Design fpdiv_nr_param, sky130hd; sources not shown.
Fig. 1: M1 wires
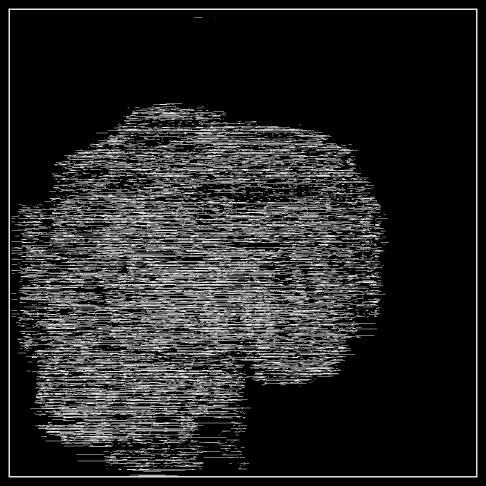
main direction: horizontal
nets with wire on the layer: 6,339
wire length on this layer: 75.0 mm
met1 Usage GRT: 25.0%
total via count in the routed design: 42.3k
Total Wirelength: 188,000 um

Fig. 2: met2 routing
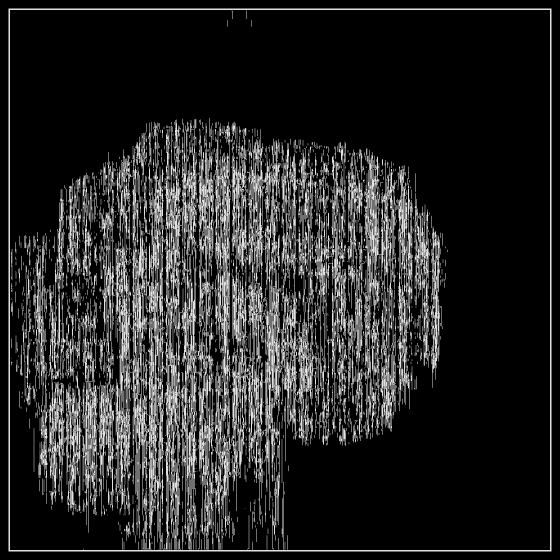
main direction: vertical
nets with wire on the layer: 5,809
met2 Use GR: 29.6%

==> job_summary.md <==
### Yosys + OpenROAD results

| Metric | Value |
|---|---|
| Violations in the final reports | DRC |
| Most used logic cell in the final layout | sky130_fd_sc_hd__inv_1 |
| Fill cell total of the finished layout | 19.9k |
| Library cell used as clock root buffer | sky130_fd_sc_hd__clkbuf_16 |
| Worst min-delay path class | flip-flop to flip-flop |
| Count of warning messages emitted by the tools | 32 |
| Remaining DRCs | 12 |
| Antenna violations before repair | 5 |
| Cell depth of the worst min-delay path | 2 |
| Chip Height | 441 um |
| Number of maximum-capacitance violations | 0 |
| Status | complete, but fails checks |
| Average wire per cell in the routed design | 23.0 um |
| Post-layout util | 28.3% |
| CTS tree | done |
| Number of global-route vias before repair | 42.8k |
| Share of final-layout standard cells stronger than drive strength 1 | 7.95% |
| Data required time of the critical path | 12.91 ns |
| Yosys Instances | 5,747 |
| Multi-input combinational cell area | 0.0377 mm2 |
| Yosys chip area | 0.0470 mm2 |
| Final critical-path setup slack | 0.411 ns |
| Most used flip-flop cell after synthesis | sky130_fd_sc_hd__dfxtp_1 |
| Max Freq | 82.0 MHz |
| Post-synthesis sequential element count | 239 |
| Sum of net half-perimeters after detailed placement | 149,000 um |
| Total power per unit cell area | 42.3 mW/mm2 |
| Period utilisation layout | 96.7% |
| Register area share after synthesis | 10.2% |
| Max-slew violation count | 0 |
| Cell type with the highest occurrence count on the critical path | sky130_fd_sc_hd__fa_1 |
| Category of the most critical setup path | flip-flop to flip-flop |
| Insertion delay to the later sink of the worst-skew pair | 0.57 ns |
| First-pass GRT wire length | 278,000 um |
| Detailed-routing iteration count for the pre-antenna-repair pass | 7 |
| Worst stage delay on the critical path | 0.85 ns |
| Count of endpoints failing setup in the final report | 0 |
| Final Total Pwr | 2.22 mW |
kinds of logic (layout without fill, tap and decap cells):
kind of cell | count (synthesis) | after routing | synth area share (%)
DFF | 239 | 239 | 10.2
other | 0 | 2 | 0
AOI/OAI and AO/OA | 880 | 881 | 12.7
and+or+nand+nor | 2060 | 2061 | 19.1
xor gates and xnor gates | 92 | 92 | 1.72
adders and majority gates | 1092 | 1092 | 42.5
buffers and inverters | 1276 | 1226 | 10.3
muxes | 108 | 108 | 3.66
critical path: cells and delay by family, from the launching register on:
kind                       cells  cell delay (ns)
DFF                            1             0.49
AOI/OAI and AO/OA             10             3.27
buffers and inverters          9             1.00
and+or+nand+nor                9             2.65
adders and majority gates      9             4.44
through the flow:
stage	hold WS [ns]	area (um2)	cells
after floorplan	0.273	47000	5747
after global placement	0.293	51400	8118
after detailed placement	0.307	51400	8119
after CTS	0.316	52500	8172
after global routing	0.326	52600	8179
final	0.312	52600	8181
what timing repair did:
action / 4_1_cts / 5_1_grt
hold buffers: 0 / 0
buffers inserted: 0 / 4
gates resized: 0 / 12
endpoints found under the hold margin: 0 / 0
setup endpoints to repair: 0 / 7
metal layers:
| layer | vias up | global-route usage (%) | wire length (um) | part of all wire (%) |
|---|---|---|---|---|
| li1 | 18100 | - | - | - |
| met2 | 2251 | 29.6 | 83000 | 44 |
| met4 | 2 | 9.71 | 12500 | 6.7 |
| met1 | 21400 | 25.0 | 75000 | 40 |
| met5 | - | 0.0993 | 15 | 0.0080 |
| met3 | 495 | 3.37 | 17400 | 9.3 |
where the power goes:
group	internal (mW)	total, mW	switching [mW]
clock network	0.543	0.898	0.355
registers	0.784	0.845	0.0610
logic	0.158	0.482	0.323
total	1.48	2.22	0.740
area by class of cell:
type	count	area share, %
clock inverter	10	0.321
inverter	845	6.03
clock buffer	43	1.59
timing repair buffer	328	5.34
antenna	2	0.00951
multi-input combinational	4234	71.7
tap	2480	5.90
sequential	239	9.11
Power is estimated from default activity; no workload was simulated.
